`src/rtl/can_pkg.sv`:
```
// Shared CAN receive-path definitions: CRC-15 constants, state encoding and
// the single-bit CRC-15 LFSR step.
package can_pkg;

    localparam logic [14:0] CAN_CRC_POLY  = 15'h4599;
    localparam int unsigned CAN_STUFF_LEN = 5;
    localparam int unsigned CAN_CRC_LEN   = 15;

    typedef enum logic [1:0] {
        IDLE   = 2'd0,
        COVER  = 2'd1,
        CRCSEQ = 2'd2,
        DELIM  = 2'd3
    } can_state_e;

    function automatic logic [14:0] crc_step(input logic [14:0] crc, input logic b);
        logic n;
        n = b ^ crc[14];
        return {crc[13:0], 1'b0} ^ (n ? CAN_CRC_POLY : 15'h0000);
    endfunction

endpackage

```
`src/rtl/can_crc_check_destuff.sv`:
```
// Bit-destuffing run tracker: flags the bit after five equal bits as a stuff
// bit and reports a violation when that bit repeats the run value.
module can_destuff
    import can_pkg::*;
(
    input  logic clk,
    input  logic rst_n,
    input  logic clr,
    input  logic start,
    input  logic shift,
    input  logic rx_bit,
    output logic pend,
    output logic viol,
    output logic fill_nxt
);
    localparam logic [2:0] RUN_FULL = 3'(CAN_STUFF_LEN);

    logic [2:0] run_q, run_d;
    logic       last_q, last_d;

    assign pend     = (run_q == RUN_FULL);
    assign viol     = pend && (rx_bit == last_q);
    // this non-stuff bit completes a run, so the following bit must be stuff
    assign fill_nxt = !pend && (rx_bit == last_q) && (run_q == (RUN_FULL - 3'd1));

    // next run length / last value
    always_comb begin
        run_d  = run_q;
        last_d = last_q;
        if (clr) begin
            run_d  = 3'd0;
            last_d = 1'b0;
        end else if (start) begin
            run_d  = 3'd1;
            last_d = 1'b0;
        end else if (shift) begin
            run_d  = (pend || (rx_bit != last_q)) ? 3'd1 : (run_q + 3'd1);
            last_d = rx_bit;
        end else begin
            run_d  = run_q;
            last_d = last_q;
        end
    end

    // run state registers
    always_ff @(posedge clk or negedge rst_n) begin
        if (!rst_n) begin
            run_q  <= 3'd0;
            last_q <= 1'b0;
        end else begin
            run_q  <= run_d;
            last_q <= last_d;
        end
    end

endmodule

```
`src/rtl/can_crc_check.sv`:
```
// CAN receive CRC-15 checker: destuffs sampled bits, forwards them, checks the
// CRC remainder and the CRC delimiter.
module can_crc_check
    import can_pkg::*;
#(
    parameter logic [14:0] CRC_INIT = 15'h0000,
    parameter int unsigned MAX_COV  = 103
) (
    input  logic       clk,
    input  logic       rst_n,
    input  logic       bit_valid,
    input  logic       rx_bit,
    input  logic       sof,
    input  logic       abort,
    input  logic [6:0] cov_len,
    input  logic       cov_len_vld,
    output logic       dbit_valid,
    output logic       dbit,
    output logic       busy,
    output logic       crc_done,
    output logic       crc_ok,
    output logic       crc_err,
    output logic       stuff_err,
    output logic       form_err
);
    localparam logic [6:0] MAX_COV_W = 7'(MAX_COV);
    localparam logic [3:0] CRC_LAST  = 4'(CAN_CRC_LEN - 1);
    localparam logic [3:0] CRC_HOLD  = 4'(CAN_CRC_LEN);

    can_state_e  state_q, state_d;
    logic [14:0] crc_q, crc_d;
    logic [6:0]  cnt_q, cnt_d, len_q, len_d;
    logic        len_vld_q, len_vld_d;
    logic [3:0]  crc_cnt_q, crc_cnt_d;
    logic        dbit_valid_q, dbit_valid_d, dbit_q, dbit_d, busy_q, busy_d;
    logic        crc_done_q, crc_done_d, crc_ok_q, crc_ok_d, crc_err_q, crc_err_d;
    logic        stuff_err_q, stuff_err_d, form_err_q, form_err_d;

    logic       ds_start, ds_shift, ds_clr, ds_pend, ds_viol, ds_fill;
    logic       took, len_vld_eff;
    logic [6:0] cnt_cmp, len_eff;

    can_destuff u_destuff (
        .clk      (clk),
        .rst_n    (rst_n),
        .clr      (ds_clr),
        .start    (ds_start),
        .shift    (ds_shift),
        .rx_bit   (rx_bit),
        .pend     (ds_pend),
        .viol     (ds_viol),
        .fill_nxt (ds_fill)
    );

    // frame sequencing, CRC update and strobe generation
    always_comb begin
        state_d      = state_q;
        crc_d        = crc_q;
        cnt_d        = cnt_q;
        len_d        = len_q;
        len_vld_d    = len_vld_q;
        crc_cnt_d    = crc_cnt_q;
        dbit_valid_d = 1'b0;
        dbit_d       = dbit_q;
        crc_done_d   = 1'b0;
        crc_ok_d     = 1'b0;
        crc_err_d    = crc_err_q;
        stuff_err_d  = 1'b0;
        form_err_d   = 1'b0;
        ds_start     = 1'b0;
        ds_shift     = 1'b0;
        took         = bit_valid && !ds_pend;
        cnt_cmp      = took ? (cnt_q + 7'd1) : cnt_q;
        // a length strobe coinciding with a bit is compared immediately
        len_eff      = cov_len_vld ? cov_len : len_q;
        len_vld_eff  = cov_len_vld || len_vld_q;
        if (abort) begin
            state_d = IDLE;
        end else begin
            case (state_q)
                IDLE: begin
                    if (bit_valid && sof && !rx_bit) begin
                        state_d      = COVER;
                        crc_d        = crc_step(CRC_INIT, 1'b0);
                        cnt_d        = 7'd1;
                        len_vld_d    = 1'b0;
                        crc_err_d    = 1'b0;
                        ds_start     = 1'b1;
                        dbit_valid_d = 1'b1;
                        dbit_d       = 1'b0;
                    end else begin
                        state_d = IDLE;
                    end
                end
                COVER: begin
                    ds_shift = bit_valid;
                    if (cov_len_vld) begin
                        len_d     = cov_len;
                        len_vld_d = 1'b1;
                    end else begin
                        len_d = len_q;
                    end
                    if (bit_valid && ds_viol) begin
                        stuff_err_d = 1'b1;
                        state_d     = IDLE;
                    end else begin
                        if (took) begin
                            dbit_valid_d = 1'b1;
                            dbit_d       = rx_bit;
                            crc_d        = crc_step(crc_q, rx_bit);
                            cnt_d        = cnt_cmp;
                        end else begin
                            cnt_d = cnt_q;
                        end
                        if (took || cov_len_vld) begin
                            if (len_vld_eff && (len_eff == cnt_cmp)) begin
                                state_d   = CRCSEQ;
                                crc_cnt_d = 4'd0;
                            end else if ((len_vld_eff && (len_eff < cnt_cmp)) ||
                                         (cnt_cmp >= MAX_COV_W)) begin
                                form_err_d = 1'b1;
                                state_d    = IDLE;
                            end else begin
                                state_d = COVER;
                            end
                        end else begin
                            state_d = COVER;
                        end
                    end
                end
                CRCSEQ: begin
                    ds_shift = bit_valid;
                    if (!bit_valid) begin
                        state_d = CRCSEQ;
                    end else if (ds_viol) begin
                        stuff_err_d = 1'b1;
                        state_d     = IDLE;
                    end else if (ds_pend) begin
                        // a stuff bit owed after the last CRC bit closes the sequence
                        state_d = (crc_cnt_q == CRC_HOLD) ? DELIM : CRCSEQ;
                    end else begin
                        dbit_valid_d = 1'b1;
                        dbit_d       = rx_bit;
                        crc_d        = crc_step(crc_q, rx_bit);
                        crc_cnt_d    = crc_cnt_q + 4'd1;
                        if ((crc_cnt_q == CRC_LAST) && !ds_fill) begin
                            state_d = DELIM;
                        end else begin
                            state_d = CRCSEQ;
                        end
                    end
                end
                DELIM: begin
                    if (bit_valid) begin
                        crc_done_d = 1'b1;
                        crc_err_d  = (crc_q != 15'h0000);
                        crc_ok_d   = (crc_q == 15'h0000) && rx_bit;
                        form_err_d = !rx_bit;
                        state_d    = IDLE;
                    end else begin
                        state_d = DELIM;
                    end
                end
                default: begin
                    state_d = IDLE;
                end
            endcase
        end
        ds_clr = (state_d == IDLE);
        busy_d = (state_d != IDLE);
    end

    // state and output registers
    always_ff @(posedge clk or negedge rst_n) begin
        if (!rst_n) begin
            state_q      <= IDLE;
            crc_q        <= CRC_INIT;
            cnt_q        <= 7'd0;
            len_q        <= 7'd0;
            len_vld_q    <= 1'b0;
            crc_cnt_q    <= 4'd0;
            dbit_valid_q <= 1'b0;
            dbit_q       <= 1'b0;
            busy_q       <= 1'b0;
            crc_done_q   <= 1'b0;
            crc_ok_q     <= 1'b0;
            crc_err_q    <= 1'b0;
            stuff_err_q  <= 1'b0;
            form_err_q   <= 1'b0;
        end else begin
            state_q      <= state_d;
            crc_q        <= crc_d;
            cnt_q        <= cnt_d;
            len_q        <= len_d;
            len_vld_q    <= len_vld_d;
            crc_cnt_q    <= crc_cnt_d;
            dbit_valid_q <= dbit_valid_d;
            dbit_q       <= dbit_d;
            busy_q       <= busy_d;
            crc_done_q   <= crc_done_d;
            crc_ok_q     <= crc_ok_d;
            crc_err_q    <= crc_err_d;
            stuff_err_q  <= stuff_err_d;
            form_err_q   <= form_err_d;
        end
    end

    assign dbit_valid = dbit_valid_q;
    assign dbit       = dbit_q;
    assign busy       = busy_q;
    assign crc_done   = crc_done_q;
    assign crc_ok     = crc_ok_q;
    assign crc_err    = crc_err_q;
    assign stuff_err  = stuff_err_q;
    assign form_err   = form_err_q;

endmodule

```
`config.mk`:
```
export PLATFORM = sky130hd
export DESIGN_NAME = can_crc_check
export DESIGN_NICKNAME = d
export VERILOG_FILES = /design/src/rtl/can_pkg.sv /design/src/rtl/can_crc_check_destuff.sv /design/src/rtl/can_crc_check.sv
export SDC_FILE = /design/constraint.sdc
export NUM_CORES = 1
export LEC_CHECK = 0
export CAP_MARGIN = 5
export CORE_MARGIN = 4
export CORE_UTILIZATION = 30
export CTS_BUF_LIST = sky130_fd_sc_hd__clkbuf_8
export DETAILED_ROUTE_END_ITERATION = 8
export GPL_ROUTABILITY_DRIVEN = 0
export PLACE_DENSITY = 0.52
export SYNTH_ARGS = -nofsm -noshare
export SYNTH_HDL_FRONTEND = slang
export SYNTH_SLANG_ARGS = --single-unit
```
`constraint.sdc`:
```
create_clock -name clk -period 3.2 [get_ports clk]
set_clock_uncertainty 0.1 [all_clocks]
set_input_delay 0.8 -clock clk [delete_from_list [all_inputs] [get_ports clk]]
set_output_delay 0.8 -clock clk [all_outputs]
set_load 0.02 [all_outputs]
```
### Clock wiring as the flow saved it, run 1

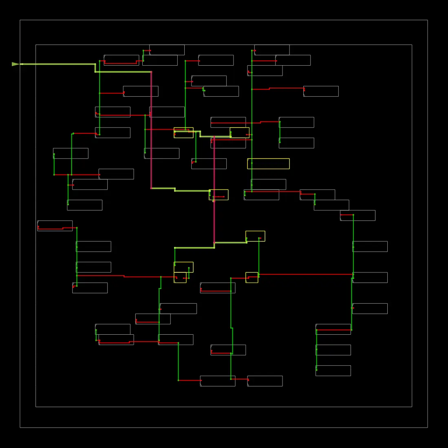
Clock Sink Count: 48
clock buffers created by TritonCTS: 5
clock buffers: 5

### Metal layers overlaid, run 1

The bar under the picture is 20 um long.
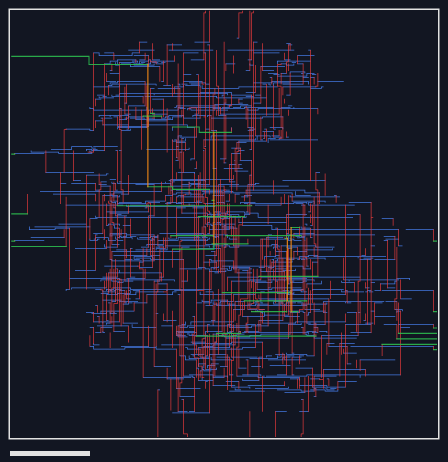
Key: M3 = green [wire length 320 um]; M1 = blue [wire length 3420 um]; M4 = orange [wire length 95.2 um]; M2 = red [wire length 3230 um]
mean routed wirelength per cell: 14.3 um
Vias: 2443
overall track demand over capacity in global routing: 0.131
total wire length after detailed routing: 7.07 mm

### Wires at chosen ports, followed through buffers, run 1

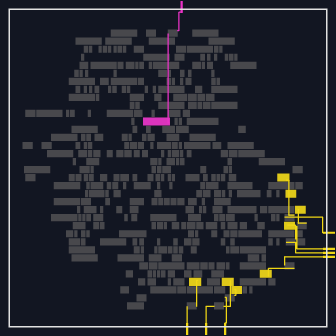
Key: cov_len = yellow [direction input, edge 4 right, 3 bottom, end cells 8, wire 159 um]; dbit_valid = magenta [direction output, edge top, end cells 1, wire 38.9 um]

### Sequential cells colored by netlist name, run 1

The bar under the picture is 20 um long. Other sequential cells in the stronger gray, the rest of the logic in the fainter gray.
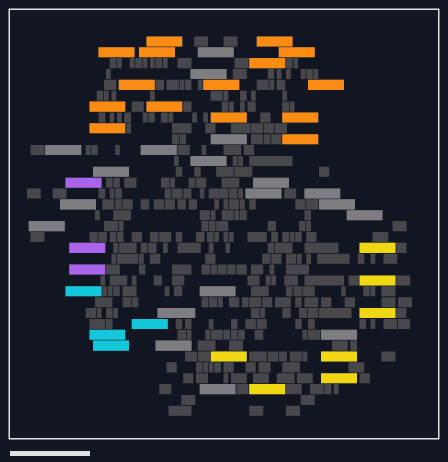
Key: u_destuff.run_q = purple [placed flops 3]; len_q = yellow [placed flops 7, where bottom right]; crc_q = orange [placed flops 15, where top middle]; crc_cnt_q = cyan [placed flops 4, where bottom left]

==> summary.txt, run 1 <==
Physical implementation

The maximum achievable frequency is 0.332 GHz. The cell count of the worst reg-to-reg path is 10. The report counts max-capacitance violations totalling 0. The biggest slice of the area belongs to combinational gates. The max-slew headroom at the worst pin is 0.500. The most numerous cell in the Yosys netlist is nand2_1. By instance count, the cell type seen most on the critical path is buf_4.

The floorplan row count is 35. Hold timing on the final database bottoms out at a slack of between 0.3 and 0.4 ns. The later pin in the worst-skew pair is clocked with a latency of slightly above 0.3 ns. Setup repair after global routing left no endpoint under its margin. The setup slack on the worst flop-to-flop path is 0.23 ns. The multi-input combinational cells in the finished layout cover a total of 1660 um2. met2 track demand over resource after global routing is 0.209.

The cell type contributing the most total cell area after synthesis is dfrtp_1. The power report lists the sequential group at 0.000711 W. The worst register-to-register path begins at u_destuff.run_q[0]. The number of antenna-violating nets in the routed design is 0. The number of warnings in the stage logs is 32.

STA lists the endpoint of the worst register-to-register path as crc_cnt_q[1]. The post-detailed-route DRC marker count is 0. STA classifies the critical path endpoint as a register.

The share of synthesized area in the top cell type comes to 0.407. The die is 107 um wide. The highest net fanout along the worst path is 9. Of the total power, the share spent switching nets is 0.309. The power of the combinational group is 0.000403 W. The post-cts hold buffer count is 0. The chip area is approximately 11000 um2. The run finished with clean final reports. Per the layout report, the design carries 950 filler cells. The number of global-route vias before repair is 2427.

Per the final report, max-transition violations number 0. The part of the total power dissipated in combinational logic is 0.255. Multi-input combinational cells in the finished layout were counted as between 200 and 250. The power report attributes to the sequential group a share of 0.450.

The number of enable flip-flop cells is 0. The worst setup path is of the in -> reg kind. The summed instance area of the synthesized netlist is 2950 um2. According to the floorplan report, the die height is roughly 110 um. The top layer used by detailed routing is met4. The transition time recorded at the tightest slew-check pin is 0.749 ns. For reference, the clock transition at the flip-flops on the worst setup and hold paths is 0.10 ns. The capture point of the critical path was reported as crc_cnt_q[1]. The count of buffers added on input and output ports is 21. Per Yosys stat, the portion of area used by sequential elements is 0.407. The share of synthesized registers carrying an async set or reset is 1.00. The parity-gate share of the synthesized area counting xor and xnor cells is 0.0585. The final antenna diode count is 0. The share of total power dissipated in the clock network is 0.295. At the end of the flow, the number of nets in the layout was ~390.

The share of post-route cells with drive strength above 1 is 0.164. The CTS tree is built. The non-clock inverter count in the final layout is 13. The layer carrying the most global-route usage is met2. Per the post-run analysis, buffers plus inverters along the critical path come to 3. In the global route stage, met1 resource usage came out at 0.181.

The slowest stage of the critical path is the xnor3_2 cell. The final number of setup-violating endpoints is 0. The cell class contributing the biggest share of worst-path delay is buffers and inverters. The design has about 48 sequential cells. The power of the clock network is 0.000467 W. The number of library cell types mapped by synthesis is 53. During I/O placement, the number of pins put on the boundary was 22. The commonest register cell is dfrtp_1. The proportion of synthesized area in mux cells is 0.0475. The library cells used most frequently in the layout, excluding fill and tap cells, are 56 x nand2_1, 47 x dfrtp_1, 30 x o21ai_0, 27 x buf_4, 18 x clkdlybuf4s50_1. For this run, the chip area from Yosys synthesis comes to ~2900 um2.

The number of antenna violations at the first check in global routing is 0. Summing all flip-flop and latch instances after layout gives 1200 um2. The leakage power of the design is 1.56 nW. The largest stage delay on the critical path is a little over 0.4 ns. The sum of routed wire segments on met1 is around 3.4 mm. The highest supply drop recorded on VDD is 0.000185 V.

The largest net degree at the start of global routing is 31. The min-delay analysis places its worst path in the category in -> async. Counting buffers and inverters, the worst setup path is 10 cells deep. Per the post-synthesis report, the nets total approximately 360. The iteration count of the initial detailed-routing pass is 4.

Of the total standard cell area in the layout, the sequential portion is 0.335. The global-route wire length before repair is 12.2 mm. Per the repair_timing log after CTS, setup buffers inserted total 1. The count of synthesis-stage warnings from yosys is 0. The cell at the root of the clock tree is clkbuf_8. The power per standard cell area is 440 nW/um2. Of the available clock period, the critical path in the final layout requires 0.943. The clock tree synthesis step divided the H-tree into 2 levels.

The final global-route overflow total is 0. The core footprint is 9420 um2. The effective utilization at floorplan is 0.313. In this run, the synthesized area fraction spent on adder and majority cells is recorded as 0.0594. For this run, the share of the core covered by cells in the final layout is 0.381. The largest family of logic cells by area is simple AND/OR/NAND/NOR gates. The group drawing the most power is sequential cells. The met3 usage in global routing is 0.0253. For reference, the critical path cell chain is dlygate4sd2_1 -> a21bo_4 -> buf_4 -> nor3_4 -> xnor3_2 -> buf_4 -> nor2_1 -> nand4_1 -> a21oi_4 -> mux2_1. Per the OpenROAD power report, switching power amounts to 0.000488 W.

The share of synthesized cell area in and, or, nand and nor gates is 0.194. The commonest cells after synthesis are 56 x nand2_1, 48 x dfrtp_1, 30 x o21ai_0. The startpoint type of the worst setup path is a primary input. Subtracting the final worst setup slack from the clock period gives 3.02 ns. No sink is reached through more buffers than the 2 on the longest clock path. Using the TritonRoute via totals, the vias-per-cell ratio works out to ~4.9. For the worst setup path, the data arrival time is between 3 and 4 ns.

In the detailed route, the total length drawn on met3 is 319 um. The area share of buffers outside the clock network is 0.113. The post-cts gate resize count is 11. The non-clock buffer count in the final layout is 48. The mean instance size in the synthesized netlist is roughly 9.0 um2. The area growth from synthesis to layout is 21.7%. The cell-internal power is about 0.0011 W.

The violation tally recorded at the end of detailed-routing iteration 0 is ~150. The synthesized netlist handed to floorplanning was reported with a cell count of 327. The main area contributors are dfrtp_1 41%, nand2_1 7.1%, ha_1 5.9%, o21ai_0 5.1%, mux2_2 2.7%.

Measured on the final layout, the clock distribution area share stands at 0.0324. The AND-OR/OR-AND share of the synthesized area is 0.190. For reference, the final report shows the hold violation count at 0. Counting flops and latches in the post-synthesis netlist gives 48. The fraction of cell area in multi-input combinational cells is reported as 0.461. The wire length on met2 is 3.23 mm. The count of instantiated cells in the yosys netlist is approximately 330. The launch point of the worst path is bit_valid. The post-detailed-placement half-perimeter wirelength is 5.25 mm.

The final layout reports a setup TNS of 0 ns. The endpoint required time on the critical path is 3.30 ns. Leaving out fill and tap cells, the most frequent cell in the layout is nand2_1. The well-tap cell count is 129.
run 1: flip-flops by register name, indices dropped and copies added (netlist names), 2 cells and up:
name             cells
crc_q               15
cnt_q                7
len_q                7
crc_cnt_q            4
u_destuff.run_q      3
state_q              2
run 1: metrics by stage:
| step | worst slack (ns) | cells | instance area (um2) | total power (W) |
|---|---|---|---|---|
| after floorplan | 0.0167 | 327 | 2950 | 0.000984 |
| after global placement | -0.385 | 486 | 3430 | 0.00111 |
| after detailed placement | -0.431 | 486 | 3430 | 0.00111 |
| after CTS | 0.184 | 495 | 3590 | 0.00160 |
| after global routing | 0.0151 | 495 | 3590 | 0.00169 |
| final | 0.184 | 495 | 3590 | 0.00158 |
### Sizing map, run 1

The bar under the picture is 20 um long.
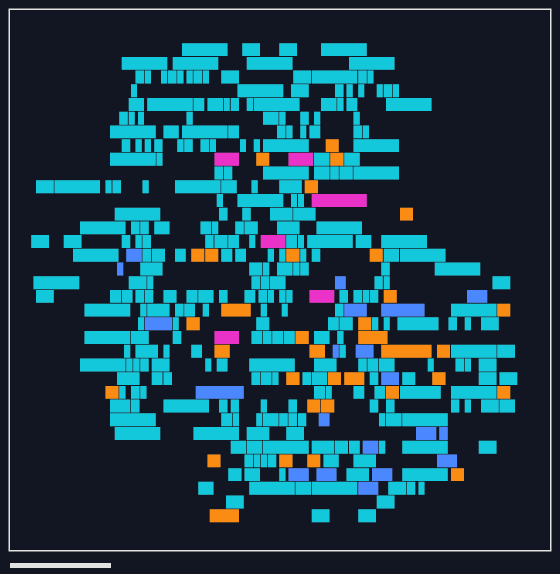

==> run 1 -> run 2 <==
PLACE_DENSITY = 0.51   (was 0.52)
### Sizing map, run 2

The bar under the picture is 20 um long.
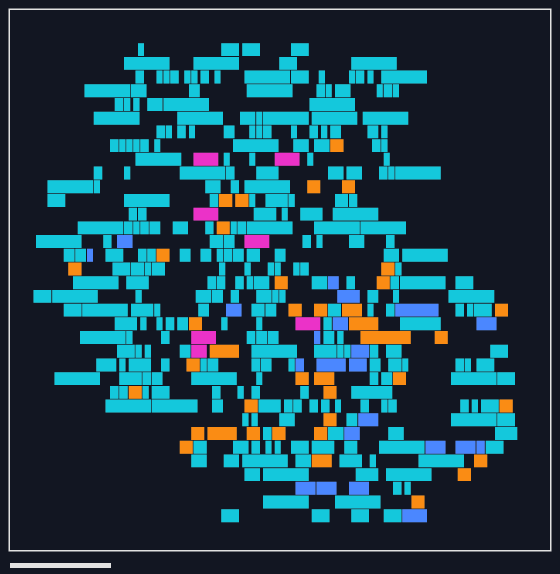
Key: x1 and smaller = cyan [cells 303, share 82%]; x6 and larger = magenta [cells 7, share 1.9%]; x2 = blue [cells 22, share 5.9%]; x3 and x4 = orange [cells 39, share 11%]
post-route setup slack: 0.194 ns
total non-filler cell area in the finished layout: 3630 um2
non-clock buffer total of the final layout: 53
area growth from synthesis to final layout: 23.2%

### Clock wiring as the flow saved it, run 2

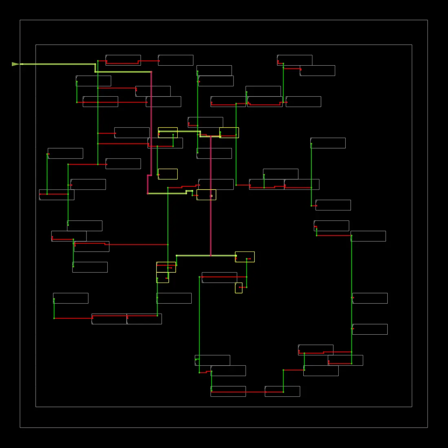
clock buffers: 6
FF+latch count: 48
power in the clock group: 0.000405 W
Latency at later pin: 0.31 ns

==> run 2 against run 1 <==
Compared with the run above: non-clock buffer count grew 5; total power down 2.9%; sequential cell count unchanged; final area grew 1.2%; critical path depth rose by 3; critical path type is now reg -> reg; highest routed layer unchanged.
==> summary.txt, run 2 <==
Physical implementation

The flow ran to the end, and the final reports show no timing, DRC or antenna violations. The portion of the clock cycle consumed by the worst path in the final layout came to 0.939 (-0.00317). The share of post-route cells with drive strength above 1 is 0.183 (+0.0194). The summed instance area of the synthesized netlist is 2950 um2 (unchanged).

The final tally of max-slew violations came to 0 (unchanged). The worst slack at placement is -0.438 ns (-0.00606 ns). The post-synthesis net count came to 355 (unchanged).

The largest registers in the layout are crc_q (15), cnt_q (7), len_q (7). The post-detailed-placement half-perimeter wirelength is 5.15 mm (-1.9%). The effective utilization at floorplan is 0.313 (unchanged). Grouping stages by cell kind, the critical path spends the most delay in AND-OR/OR-AND gates. The core footprint came to 9420 um2 (unchanged).

The largest net degree at the start of global routing is 49 (+58%). The maximum achievable frequency is 0.333 GHz (+0.34%). The die boundary width is 107 um (unchanged). The share of synthesized registers carrying an async set or reset was 1.00 (unchanged). The number of top-level design ports is 22 (unchanged).

The sequential fraction of the synthesis area is 0.407 (unchanged). The logic share of the area is 0.462 (+0.000984). The layer carrying the most global-route usage is met2. The met3 usage in global routing is 0.0259 (+0.000602). The CTS tree is built. The number of warnings in the stage logs came to 32 (unchanged). The number of clock buffers inserted by TritonCTS is 5 (unchanged).

The total count of hold-check failures in the final report was 0 (unchanged). The group drawing the most power is sequential cells. The net switching component of the power is 0.000493 W (+1.1%). The floorplan row count is 35 (unchanged). The largest stage delay on the critical path is 0.44 ns (+0.03 ns).

The peak supply drop came to 0.000182 V (-1.8%). The worst hold-check slack is 0.386 ns (+0.0590 ns). The fraction of power consumed by sequential logic is 0.463 (+0.013). The number of global-route vias before repair was 2451 (+0.99%). The number of buffer and inverter stages on the critical path is 2 (-1).

The most numerous cell in the Yosys netlist is nand2_1. The highest net fanout along the worst path is 5 (-4). Counting only logic cells after layout, the most numerous master is nand2_1. The endpoint required time on the critical path came to 3.35 ns (+0.05 ns). The fraction of power spent switching nets was 0.322 (+0.0129). The number of antenna-violating nets in the routed design is 0 (unchanged). The multi-input logic area is 1680 um2 (+1.4%). Ranked by flip-flop count, first place goes to crc_q. The dominant synthesized flop cell is dfrtp_1. The power per standard cell area came to 422 nW/um2 (-4.1%). The mean instance size in the synthesized netlist is 9.02 um2 (unchanged). The average wire length per cell after detail routing is 14.3 um (+0.44%). The cell-internal power is 0.00104 W (-4.8%). The number of standard cells in the final layout excluding fillers came to 500 (+1.0%). The final global-route overflow total is 0 (unchanged). The fraction of area in registers was 0.331 (-0.00438). The setup slack on the worst flop-to-flop path was 0.19 ns (-0.04 ns). The global-route met2 utilization came to 0.214 (+0.00536). The cell type of the slowest stage on the worst timing path is dfrtp_1. The y dimension of the die is 107 um (unchanged).

The clock network fraction of design power was 0.264 (-0.031). The total vias in the final route is 2395 (-2.0%). The sum of routed wire segments on met1 is 3.57 mm (+4.1%). The fraction of met1 tracks used by global routing is 0.178 (-0.00316).

The chip area is 11500 um2 (unchanged). The post-cts gate resize count came to 13 (+2). The final number of setup-violating endpoints came to 0 (unchanged). The leakage power of the design was 1.59 nW (+1.8%).

The library cells used most frequently in the layout, excluding fill and tap cells, are 56 x nand2_1, 48 x dfrtp_1, 32 x buf_4, 30 x o21ai_0, 18 x clkdlybuf4s50_1. The net total in the final layout was 398 (+1.3%). The CTS H-tree depth came to 2 (unchanged). The cell type contributing the most total cell area after synthesis is dfrtp_1.

The gate count after technology mapping is 327 (unchanged). The routed wire length is 7.17 mm (+1.5%). The most area-hungry cell class in the final design is combinational gates. The worst endpoint data arrival time is 3.16 ns (+0.05 ns). The number of antenna violations at the first check in global routing came to 0 (unchanged). The wire length on met2 is 3.23 mm (about the same). STA classifies the critical path startpoint as a register. The sequential group power is 0.000711 W (about the same). Setup repair after global routing left no endpoint under its margin.

The tree is rooted in a clkbuf_8. The highest metal layer carrying signal wires in the routed design is met4. The clock sink count is 48 (unchanged). The via-per-instance ratio is 4.79 (-2.9%). The actual transition at the worst max-transition pin is 0.753 ns (+0.00410 ns). The share of the synthesized area in the top cell type was 0.407 (unchanged).

The power of the combinational group is 0.000418 W (+4%). The number of port buffers is 21 (unchanged). The initial detailed-routing violation count came to 146 (unchanged). The overall power of the completed layout is 0.00153 W (-2.9%). The number of synthesized register bits came to 48 (unchanged). The post-detailed-route DRC marker count came to 0 (unchanged). STA classifies the critical path endpoint as a register. The number of logic gates is 249 (unchanged). The max-slew headroom at the worst pin was 0.497 (-0.00274). The area share of buffers outside the clock network is 0.123 (+0.0100).

The final period demand of the worst path is 3.01 ns (-0.0101 ns). The clock slew seen by the registers of the worst setup and hold paths was 0.10 ns (about the same). The count of synthesis-stage warnings from yosys is 0 (unchanged). The instance area at placement is 3450 um2 (+0.66%). The maximum clock insertion buffer count is 2 (unchanged).

The flip-flop count of the largest register after layout is 15 (unchanged). The sum of negative setup slack came to 0 ns (unchanged). The number of library cell types mapped by synthesis came to 53 (unchanged). The post-cts hold buffer count came to 0 (unchanged).

For reference, the critical path cell chain is ha_1 -> a21bo_4 -> nor2_4 -> and3_4 -> xnor2_2 -> ha_1 -> inv_2 -> a2111oi_4 -> a211oi_2 -> o31a_1 -> o21a_2 -> inv_2 -> and3_1. The total met3 wirelength after detailed routing is 279 um (-13%). The well-tap cell count is 129 (unchanged). The iteration count of the initial detailed-routing pass came to 4 (unchanged). The yosys synthesis chip area is 2950 um2 (unchanged). In the synthesized netlist, the cells that appear most often are 56 x nand2_1, 48 x dfrtp_1, 30 x o21ai_0. The class of the tightest hold or removal check is reg -> reg. For reference, the top cells by area after synthesis are dfrtp_1 41%, nand2_1 7.1%, ha_1 5.9%, o21ai_0 5.1%, mux2_2 2.7%. The count of instantiated cells in the yosys netlist is 327 (unchanged).

The clock network area share is 0.0265 (-0.00590). The global-route wire length before repair is 12.2 mm (unchanged). The fraction of the core area covered by cells at the end of the flow came to 0.386 (+0.00465). The part of the total power dissipated in combinational logic is 0.272 (+0.017).

The layout filler cell count is 979 (+3.1%). The number of violations of the max-capacitance limit is 0 (unchanged). The number of enable flip-flop cells is 0 (unchanged). The number of cells after detailed placement came to 489 (+0.62%).

The post-CTS setup buffer count came to 3 (+2). The non-clock inverter count in the final layout is 13 (unchanged). The type of the setup path with the least slack is reg -> reg. The final antenna diode count came to 0 (unchanged).

The sequential standard cell area is 1200 um2 (-0.10%). The total routing resource utilization after global routing was 0.131 (about the same).
-- run 2: worst paths after layout --
check | startpoint | end | cells past startpoint
worst min register to register | len_q[4] | len_q[4] | 2
worst max register to register | u_destuff.run_q[0] | u_destuff.run_q[2] | 13
worst min-delay path | len_q[4] | len_q[4] | 2
worst max-delay path | u_destuff.run_q[0] | u_destuff.run_q[2] | 13
min in group asynchronous | rst_n | len_q[5] | 2
max in group asynchronous | rst_n | cnt_q[0] | 2
-- run 2: cells by family after synthesis --
kind of cell	count (synthesis)	share of synthesized area
compound gates	86	0.190
fa+ha+maj	14	0.0594
simple gates	121	0.194
flops	48	0.407
mux	13	0.0475
xor+xnor	15	0.0585
buf+inv	30	0.0433
-- run 2: tightest hold or removal path, stage by stage, from the launching register on --
cell	delay, ns
dfrtp_1	0.36
nand2_1	0.04
o21ai_0	0.06
### Wires at chosen ports, followed through buffers, run 2

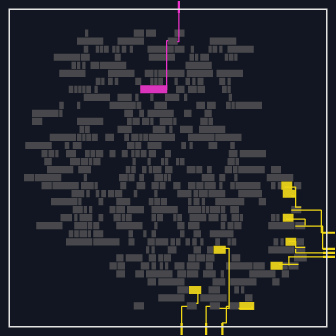

==> run 2 -> run 3 <==
--- a/config.mk
+++ b/config.mk
@@ -14,2 +14,3 @@
 export PLACE_DENSITY = 0.51
+export SLEW_MARGIN = 20
 export SYNTH_ARGS = -nofsm -noshare
--- a/constraint.sdc
+++ b/constraint.sdc
@@ -4,2 +4,2 @@
 set_output_delay 0.8 -clock clk [all_outputs]
-set_load 0.02 [all_outputs]
+set_load 0.1 [all_outputs]
### Wires at chosen ports, followed through buffers, run 3

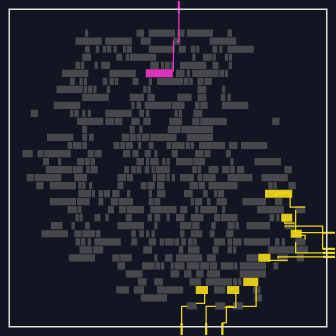
Key: cov_len = yellow [direction input, edge 4 right, 3 bottom, end cells 8, wire 157 um]; dbit_valid = magenta [direction output, edge top, end cells 1, wire 21.6 um]
Boundary Pins: 22
tally of buffers added on design ports: 21

### Clock wiring as the flow saved it, run 3

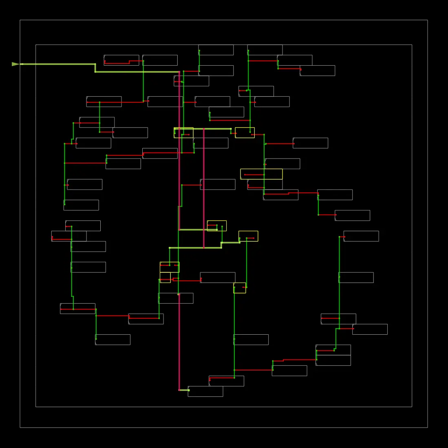
clock buffers: 5
power in the clock group: 0.000463 W

==> run 3 against run 2 <==
Compared with the run above: combinational power up 3%; clock power rose by 14%; setup slack better by 0.033 ns; final area rose by 0.34%; critical endpoint unchanged.
==> summary.txt, run 3 <==
Physical implementation

The run finished with clean final reports. The post-synthesis net count is 355 (unchanged). The total routing resource utilization after global routing is 0.131 (about the same). The sequential standard cell area is 1200 um2 (unchanged). The number of buffer and inverter stages on the critical path came to 2 (unchanged).

The number of standard cells in the final layout excluding fillers is 498 (-0.40%). The critical path starts at u_destuff.run_q[0]. The mean instance size in the synthesized netlist is 9.02 um2 (unchanged). The total count of hold-check failures in the final report was 0 (unchanged).

The logic share of the area came to 0.466 (+0.00425). The y dimension of the die came to 107 um (unchanged). The clock network area share is 0.0316 (+0.00506).

The area growth from synthesis to layout is 23.6%. The net total in the final layout came to 396 (-0.50%). The sequential group power is 0.000712 W (about the same).

The effective utilization at floorplan came to 0.313 (unchanged). The final number of setup-violating endpoints came to 0 (unchanged). The worst setup path is launched from a register. The share of post-route cells with drive strength above 1 is 0.211 (+0.0281). The count of synthesis-stage warnings from yosys is 0 (unchanged). The worst endpoint data arrival time is 3.13 ns (-0.03 ns). The number of synthesized register bits is 48 (unchanged). The final setup slack of the worst path is 0.227 ns (+0.0331 ns). The summed instance area of the synthesized netlist came to 2950 um2 (unchanged).

The actual transition at the worst max-transition pin is 0.763 ns (+0.0101 ns). The area share of buffers outside the clock network is 0.115 (-0.00797). The core footprint is 9420 um2 (unchanged). The endpoint required time on the critical path is 3.35 ns (about the same). The library cell used most frequently in the layout, excluding fill and tap cells, is nand2_1. The number of clock buffers inserted by TritonCTS was 5 (unchanged). The CTS tree is built. The iteration count of the initial detailed-routing pass is 4 (unchanged). The number of violations of the max-capacitance limit came to 0 (unchanged). The sum of negative setup slack was 0 ns (unchanged).

The post-detailed-route DRC marker count is 0 (unchanged). The largest cell class by area is combinational gates. The power per standard cell area is 440 nW/um2 (+4.3%).

The well-tap cell count is 129 (unchanged). The critical path goes through ha_1 -> a21bo_4 -> nor2_4 -> and3_4 -> xnor2_2 -> ha_1 -> inv_2 -> a2111oi_4 -> a211oi_2 -> o31a_1 -> o21a_1 -> inv_2 -> and3_1. The largest part of the power goes to sequential cells. The fraction of the core area covered by cells at the end of the flow is 0.387 (+0.00133). The number of warnings in the stage logs is 32 (unchanged). The number of gates on the worst path with buffers counted is 13 (unchanged).

The clock slew seen by the registers of the worst setup and hold paths is 0.10 ns (about the same). The instance area at placement is 3430 um2 (-0.58%). The maximum clock insertion buffer count came to 2 (unchanged).

The largest stage delay on the critical path is 0.44 ns (about the same). The die boundary width is 107 um (unchanged). The power of the combinational group is 0.000430 W (+3%). The worst hold-check slack is 0.332 ns (-0.0543 ns). The largest net degree at the start of global routing was 31 (-37%). The number of cells after detailed placement is 489 (unchanged). The clock sink count is 48 (unchanged). The total vias in the final route came to 2459 (+2.7%). The initial detailed-routing violation count is 111 (-24%).

The layout filler cell count was 972 (-0.72%). The gate count after technology mapping was 327 (unchanged). The clock network fraction of design power is 0.288 (+0.024). The register bank with the most flops is crc_q. The synthesis run shows the most used standard cells to be 56 x nand2_1, 48 x dfrtp_1, 30 x o21ai_0. The non-clock buffer count in the final layout was 51 (-3.8%).

The floorplan row count is 35 (unchanged). The post-route standard cell area excluding fillers came to 3650 um2 (+0.34%). The cell type of the slowest stage on the worst timing path is dfrtp_1.

The number of global-route vias before repair is 2439 (-0.49%). The cell count of the worst reg-to-reg path is 13 (unchanged). The final global-route overflow total came to 0 (unchanged). The global-route wire length before repair is 12.0 mm (-1.1%).

The number of antenna violations at the first check in global routing is 0 (unchanged). Sorting the synthesis cell report by count puts at the top nand2_1. The fraction of power spent switching nets came to 0.316 (-0.00517). The cell-internal power came to 0.00110 W (+5.4%). For reference, the most critical setup path is categorized as reg -> reg.

The share of the synthesized area in the top cell type is 0.407 (unchanged). The sequential cell count of the final layout came to 48 (unchanged). The sequential fraction of the synthesis area is 0.407 (unchanged).

Ranking logic cells in the layout by count gives the top entries 56 x nand2_1, 48 x dfrtp_1, 37 x buf_4, 29 x o21ai_0, 16 x nor2_1. The fraction of power consumed by sequential logic came to 0.444 (-0.019). The flip-flop count of the largest register after layout is 15 (unchanged).

The setup slack on the worst flop-to-flop path is 0.23 ns (+0.03 ns). The average wire length per cell after detail routing was 14.5 um (+1.1%). Clock tree synthesis selected as its root buffer the cell clkbuf_8. The via-per-instance ratio is 4.94 (+3.1%). The number of library cell types mapped by synthesis is 53 (unchanged). The worst setup path is captured at a register.

The non-clock inverter count in the final layout came to 13 (unchanged). The share of synthesized registers carrying an async set or reset is 1.00 (unchanged). The chip area is 11500 um2 (unchanged).

The CTS H-tree depth was 2 (unchanged). The post-detailed-placement half-perimeter wirelength is 5.30 mm (+2.8%). The yosys synthesis chip area is 2950 um2 (unchanged).

STA lists the endpoint of the worst register-to-register path as u_destuff.run_q[2]. The insertion delay to the later sink of the worst-skew pair is 0.31 ns (about the same). The highest net fanout along the worst path is 5 (unchanged). The class of the tightest hold or removal check is in -> async. The part of the total power dissipated in combinational logic came to 0.268 (-0.004).

The dominant synthesized flop cell is dfrtp_1. The number of antenna-violating nets in the routed design is 0 (unchanged). The maximum achievable frequency was 0.336 GHz (+1.1%).

The origin of the critical flop-to-flop path is u_destuff.run_q[0]. dfrtp_1 takes more of the synthesized area than any other cell. The max-slew headroom at the worst pin is 0.490 (-0.00678). The final tally of max-slew violations is 0 (unchanged). The number of logic gates came to 249 (unchanged). In this design, the largest share of critical-path delay is due to AND-OR/OR-AND gates. The net switching component of the power is 0.000508 W (+2.9%). The overall power of the completed layout is 0.00160 W (+4.6%). The portion of the clock cycle consumed by the worst path in the final layout is 0.929 (-0.0103). The fraction of area in registers is 0.329 (-0.00114).

In the final layout, the registers with the most flip-flops are crc_q (15), cnt_q (7), len_q (7). The count of instantiated cells in the yosys netlist is 327 (unchanged). The final period demand of the worst path is 2.97 ns (-0.0331 ns). The worst slack at placement was -0.430 ns (+0.00704 ns). The number of enable flip-flop cells is 0 (unchanged).

In this run the worst setup path terminates at u_destuff.run_q[2]. The routed wire length came to 7.22 mm (+0.70%). Yosys attributes the largest share of cell area to dfrtp_1 41%, nand2_1 7.1%, ha_1 5.9%, o21ai_0 5.1%, mux2_2 2.7%. The final antenna diode count is 0 (unchanged). The leakage power of the design came to 1.61 nW (+1.5%). The peak supply drop is 0.000166 V (-8.5%). Setup repair after global routing left no endpoint under its margin. The multi-input logic area is 1700 um2 (+1.3%).
==> run 3: repair_timing <==
action | CTS | global route
pin swaps | 1 | 6
gates resized | 12 | 11
setup buffers | 0 | 1
hold buffers | 0 | 0
gates cloned | 0 | 0
endpoints found under the setup margin | 5 | 10
==> run 3: metal layers <==
metal  GRT usage  vias to the layer above  wire (um)
met5           0                        -          0
met2       0.204                       45       3340
met3      0.0253                       12        249
met4      0.0475                        0        155
met1       0.181                     1171       3470
li1            -                     1231          -
==> run 3: cells by family (layout without fill, tap and decap cells) <==
family / after synthesis / count (layout) / synth area share
xor+xnor: 15 / 15 / 0.0585
fa+ha+maj: 14 / 14 / 0.0594
flops: 48 / 48 / 0.407
mux: 13 / 13 / 0.0475
buf+inv: 30 / 72 / 0.0433
compound gates: 86 / 86 / 0.190
simple gates: 121 / 121 / 0.194
No activity file was given, so power comes from the tool's default toggle rates.
